**src/rtl/conv_accum_stream.sv**
```systemverilog
// ---------------------------------------------------------------------------
// conv_accum_stream
//
// Multi-lane partial-sum accumulator that sits behind the convolution array.
// Each accepted beat carries NumCh signed conv results. The beat is parked in
// a small FIFO while the matching psum word is fetched from SRAM through an
// arbitrated read port. When the read data returns, the FIFO head is added
// lane by lane with saturation, and the result is written back to the same
// address. A pass processes `length` beats starting at `base_addr`.
//
// On a first pass (pass_first=1) no reads are issued. The conv results are
// written through unchanged, because the addend is zero.
//
// Optional feature macro: CONV_ACCUM_RELU_EN
//   When defined, a pass started with pass_last=1 writes any lane that is
//   negative after saturation as zero. err_sat still reports the clamp.
//   When undefined, pass_last is ignored and raw saturated sums are written.
//
// Ports
//   Clk, Rst          clock (rising edge) and synchronous active-low reset
//   start             begin a pass; only sampled while idle
//   base_addr, length first psum word address and beat count of the pass
//   pass_first        skip the psum read and write conv results directly
//   pass_last         final pass of the tile (ReLU when the macro is defined)
//   busy, done        pass in progress / one-cycle completion pulse
//   err_sat           sticky per pass: some lane saturated
//   in_data/valid/ready  conv result stream, lane k at [k*DataWidth +: DataWidth]
//   rd_en/gnt/addr/data  psum read port; data arrives RdLatency cycles after grant
//   wr_en/addr/data      psum write port (registered)
// ---------------------------------------------------------------------------
module conv_accum_stream #(
    parameter int DataWidth = 32,
    parameter int NumCh     = 4,
    parameter int AddrWidth = 16,
    parameter int RdLatency = 2,
    parameter int FifoDepth = 8
) (
    input  logic                       Clk,
    input  logic                       Rst,
    input  logic                       start,
    input  logic [AddrWidth-1:0]       base_addr,
    input  logic [AddrWidth-1:0]       length,
    input  logic                       pass_first,
    input  logic                       pass_last,
    output logic                       busy,
    output logic                       done,
    output logic                       err_sat,
    input  logic [NumCh*DataWidth-1:0] in_data,
    input  logic                       in_valid,
    output logic                       in_ready,
    output logic                       rd_en,
    input  logic                       rd_gnt,
    output logic [AddrWidth-1:0]       rd_addr,
    input  logic [NumCh*DataWidth-1:0] rd_data,
    output logic                       wr_en,
    output logic [AddrWidth-1:0]       wr_addr,
    output logic [NumCh*DataWidth-1:0] wr_data
);

    localparam int BeatW = NumCh * DataWidth;
    localparam int PtrW  = $clog2(FifoDepth);
    localparam int CntW  = PtrW + 1;

    typedef enum logic [1:0] {
        IDLE,
        RUN,
        DONE
    } state_t;

    state_t state;
    state_t state_next;

    logic [AddrWidth-1:0] base_q;
    logic [AddrWidth-1:0] len_q;
    logic                 first_q;
    logic                 last_q;
    logic [AddrWidth-1:0] acc_cnt;
    logic [AddrWidth-1:0] iss_cnt;
    logic [AddrWidth-1:0] wr_cnt;
    logic                 err_sat_q;

    logic [BeatW-1:0]     fifo_mem [FifoDepth];
    logic [PtrW-1:0]      fifo_wr_ptr;
    logic [PtrW-1:0]      fifo_rd_ptr;
    logic [CntW-1:0]      fifo_cnt;
    logic                 fifo_full;
    logic                 fifo_empty;

    logic [RdLatency-1:0] vld_sr;

    logic                 start_accept;
    logic                 push;
    logic                 pop;
    logic                 grant;

    logic [BeatW-1:0]     head_word;
    logic [BeatW-1:0]     addend;
    logic [BeatW-1:0]     sum_word;
    logic [NumCh-1:0]     lane_sat;
    logic [DataWidth-1:0] lane_a;
    logic [DataWidth-1:0] lane_b;
    logic [DataWidth:0]   lane_sum;
    logic [DataWidth-1:0] lane_res;

    // The full/empty flags come from the registered occupancy count. This
    // keeps rd_gnt from reaching in_ready through a combinational path.
    assign fifo_full  = (fifo_cnt == CntW'(FifoDepth));
    assign fifo_empty = (fifo_cnt == '0);

    assign push  = in_valid && in_ready;
    assign grant = rd_en && rd_gnt;

    // On a first pass the head drains as soon as it is present. Otherwise
    // the head waits for the matching read data at the end of the shift chain.
    assign pop = (state == RUN) && (first_q ? !fifo_empty : vld_sr[RdLatency-1]);

    assign head_word = fifo_mem[fifo_rd_ptr];
    assign addend    = first_q ? '0 : rd_data;
    assign rd_addr   = base_q + iss_cnt;
    assign err_sat   = err_sat_q;

    // State register.
    always_ff @(posedge Clk) begin
        if (!Rst) begin
            state <= IDLE;
        end else begin
            state <= state_next;
        end
    end

    // Next-state and handshake outputs. A read is requested only for beats
    // that are already in the FIFO. This bounds the reads in flight to the
    // FIFO depth.
    always_comb begin
        state_next   = state;
        busy         = 1'b0;
        done         = 1'b0;
        in_ready     = 1'b0;
        rd_en        = 1'b0;
        start_accept = 1'b0;
        case (state)
            IDLE: begin
                if (start) begin
                    start_accept = 1'b1;
                    state_next   = (length == '0) ? DONE : RUN;
                end
            end
            RUN: begin
                busy     = 1'b1;
                in_ready = !fifo_full && (acc_cnt < len_q);
                rd_en    = !first_q && (iss_cnt < acc_cnt);
                if (wr_cnt == len_q) begin
                    state_next = DONE;
                end
            end
            DONE: begin
                done       = 1'b1;
                state_next = IDLE;
            end
            default: begin
                state_next = IDLE;
            end
        endcase
    end

    // Pass configuration, beat counters and the sticky saturation flag.
    // wr_cnt advances at the pop, so it reaches len_q in the same cycle
    // that the final registered write is presented.
    always_ff @(posedge Clk) begin
        if (!Rst) begin
            base_q    <= '0;
            len_q     <= '0;
            first_q   <= 1'b0;
            last_q    <= 1'b0;
            acc_cnt   <= '0;
            iss_cnt   <= '0;
            wr_cnt    <= '0;
            err_sat_q <= 1'b0;
        end else if (start_accept) begin
            base_q    <= base_addr;
            len_q     <= length;
            first_q   <= pass_first;
            last_q    <= pass_last;
            acc_cnt   <= '0;
            iss_cnt   <= '0;
            wr_cnt    <= '0;
            err_sat_q <= 1'b0;
        end else if (state == RUN) begin
            if (push) begin
                acc_cnt <= acc_cnt + 1'b1;
            end
            if (grant) begin
                iss_cnt <= iss_cnt + 1'b1;
            end
            if (pop) begin
                wr_cnt <= wr_cnt + 1'b1;
                if (|lane_sat) begin
                    err_sat_q <= 1'b1;
                end
            end
        end
    end

    // FIFO pointers and occupancy. The storage array has no reset because
    // emptying the FIFO only requires clearing the pointers.
    always_ff @(posedge Clk) begin
        if (!Rst) begin
            fifo_wr_ptr <= '0;
            fifo_rd_ptr <= '0;
            fifo_cnt    <= '0;
        end else begin
            if (push) begin
                fifo_wr_ptr <= fifo_wr_ptr + 1'b1;
            end
            if (pop) begin
                fifo_rd_ptr <= fifo_rd_ptr + 1'b1;
            end
            fifo_cnt <= fifo_cnt + CntW'(push) - CntW'(pop);
        end
    end

    always_ff @(posedge Clk) begin
        if (push) begin
            fifo_mem[fifo_wr_ptr] <= in_data;
        end
    end

    // Each granted read travels down this chain and reaches the last stage
    // in the cycle its data is on rd_data. Reset drops reads in flight.
    always_ff @(posedge Clk) begin
        if (!Rst) begin
            vld_sr <= '0;
        end else begin
            vld_sr[0] <= grant;
            for (int i = 1; i < RdLatency; i++) begin
                vld_sr[i] <= vld_sr[i-1];
            end
        end
    end

    // Per-lane saturating add. Both operands are sign-extended by one bit.
    // Overflow shows up as a mismatch between the top two bits, and the top
    // bit then gives the direction of the clamp.
    always_comb begin
        sum_word = '0;
        lane_sat = '0;
        lane_a   = '0;
        lane_b   = '0;
        lane_sum = '0;
        lane_res = '0;
        for (int k = 0; k < NumCh; k++) begin
            lane_a   = head_word[k*DataWidth +: DataWidth];
            lane_b   = addend[k*DataWidth +: DataWidth];
            lane_sum = {lane_a[DataWidth-1], lane_a} + {lane_b[DataWidth-1], lane_b};
            if (lane_sum[DataWidth] != lane_sum[DataWidth-1]) begin
                lane_sat[k] = 1'b1;
                lane_res    = lane_sum[DataWidth] ? {1'b1, {(DataWidth-1){1'b0}}}
                                                  : {1'b0, {(DataWidth-1){1'b1}}};
            end else begin
                lane_res = lane_sum[DataWidth-1:0];
            end
`ifdef CONV_ACCUM_RELU_EN
            if (last_q && lane_res[DataWidth-1]) begin
                lane_res = '0;
            end
`endif
            sum_word[k*DataWidth +: DataWidth] = lane_res;
        end
    end

`ifndef CONV_ACCUM_RELU_EN
    // Without ReLU the latched pass_last flag has no consumer.
    logic unused_last;
    assign unused_last = last_q;
`endif

    // Registered write-back. The address is taken from the write counter
    // before it advances, so writes follow pass order from base_addr.
    always_ff @(posedge Clk) begin
        if (!Rst) begin
            wr_en   <= 1'b0;
            wr_addr <= '0;
            wr_data <= '0;
        end else begin
            wr_en <= pop;
            if (pop) begin
                wr_addr <= base_q + wr_cnt;
                wr_data <= sum_word;
            end
        end
    end

endmodule

```
**config.mk**
```make
export PLATFORM = sky130hd
export DESIGN_NAME = conv_accum_stream
export DESIGN_NICKNAME = d
export VERILOG_FILES = /design/src/rtl/conv_accum_stream.sv
export SDC_FILE = /design/constraint.sdc
export NUM_CORES = 2
export LEC_CHECK = 0
export CORE_ASPECT_RATIO = 0.75
export CORE_MARGIN = 3
export CORE_UTILIZATION = 55
export CTS_BUF_LIST = sky130_fd_sc_hd__clkbuf_8
export CTS_CLUSTER_SIZE = 16
export DETAILED_ROUTE_END_ITERATION = 16
export PLACE_DENSITY = 0.79
export SLEW_MARGIN = 20
export SYNTH_ARGS = -nofsm -noshare
export SYNTH_HDL_FRONTEND = slang
export SYNTH_SLANG_ARGS = --single-unit
```
**constraint.sdc**
```tcl
create_clock -name Clk -period 18.95 [get_ports Clk]
set_clock_uncertainty 0.1 [all_clocks]
set_input_delay 3.79 -clock Clk [delete_from_list [all_inputs] [get_ports Clk]]
set_output_delay 3.79 -clock Clk [all_outputs]
set_load 0.01 [all_outputs]
```
**Nets reached from selected ports**

Scale: 1 px per micron.
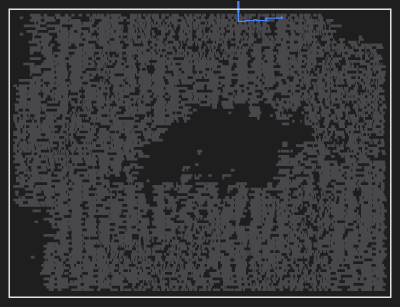
`busy` -> blue  # direction output, edge north, end cells 1, buffers 1, wire 62.6 microns
count of port buffers added during placement: 459
I/O pin cnt: 461

**Placed standard cells**

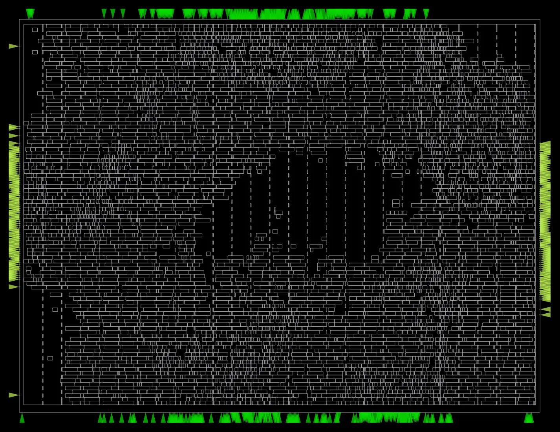
count of standard-cell rows: 102
Well Taps: 1404
flip-flop and latch share of the layout cell area: 52.77%
core region area: 103600 sq um
non-filler instance count after layout: 6092

==> results.txt <==
number of fillers in the final layout: 7276
count of flip-flops with a built-in enable after synthesis: 1024
Crit path max-delay family: AND-OR/OR-AND gates
fraction of synthesized cell area in xor and xnor cells: 3.061%
Initial Utilization: 55.70%
drt first-iter violations: 3283
Post-DP HPWL: 91900 microns
required time of the worst setup path: 15.06 ns
Avg WL per Cell: 23.78 microns
clock network latency to the later pin of the worst-skew pair: 0.86 ns
largest registers: fifo_mem (1024), wr_data (128)
horizontal die dimension: 380.1 microns
number of storage elements in the synthesis netlist: 1268
clk pwr: 2.13 mW
fraction of final layout cells sized beyond drive strength 1: 15.65%
Die Height: 286.6 microns
Clock Network Area Fraction: 5.375%
number of distinct library cells after synthesis: 82
cell chain of the critical path: ha_1 > nor2b_1 > o21ai_0 > a21boi_0 > o21ai_0 > a21boi_0 > o21ai_0 > nand2_1 > a311oi_1 > o31ai_1 > a21oi_1 > xnor2_1 > clkdlybuf4s50_1
number of multi-input combinational cells: 2444
antenna violations before repair: 32
Dominant cell area share: 53.27%
Setup Total Neg Slack: 0 ns
Setup Viol. Count Final: 0
fraction of power consumed by the clock network: 34.8%
maximum number of pins on one net before global-route repair: 133
setup repair after global routing missed its margin: no
layer with the highest usage after global routing: met2
status: completed
and-or/or-and share of the synthesized area: 8.877%
sw frac: 26.00%
clock tree from TritonCTS: yes
number of clock sinks: 1268
switching power total: 1.594 mW
Resized Gates After CTS: 0
CP dominant cell by count: sky130_fd_sc_hd__o21ai_0
fraction of registers with async set or reset after synthesis: 0%
Non-clock buffer share: 7.450%
sequential cell count: 1268
non-clock inverter instance count of the final layout: 102
total overflow reported by the global router: 0
relative contribution of combinational cells to total power: 15.0%
met2 global-route usage: 40.92%
final critical-path share of the clock period: 44.67%
share of synthesized cell area in and, or, nand and nor gates: 6.291%
Post-CTS Setup Bufs: 0
worst supply voltage drop on vdd: 53.54 uV
cell at the root of the clock tree: sky130_fd_sc_hd__clkbuf_8
Final Hold Vio Count: 0
[cell families (layout without fill, tap and decap cells)]
family                   after synthesis  in the layout
adder cells (fa/ha/maj)              261            261
AND-OR/OR-AND                        868            868
buffers and inverters                297            953
other                                  0             23
flip-flops                          1268           1268
AND/OR/NAND/NOR                      728            728
XOR/XNOR                             200            200
multiplexers                         387            387
[per-stage QoR]
stage	area [sq um]	hold slack [ns]	utilization (%)	worst slack (ns)	std cells
after floorplan	57720	0.3119	-	0.6095	4009
after global placement	63850	0.3310	61.61	10.74	5724
after detailed placement	63860	0.3326	61.62	10.74	5724
after CTS	67490	0.3594	65.13	10.46	6069
after global routing	67540	0.3830	65.17	10.13	6087
final	67550	0.3568	65.19	10.48	6092
Power is estimated from default activity; no workload was simulated.
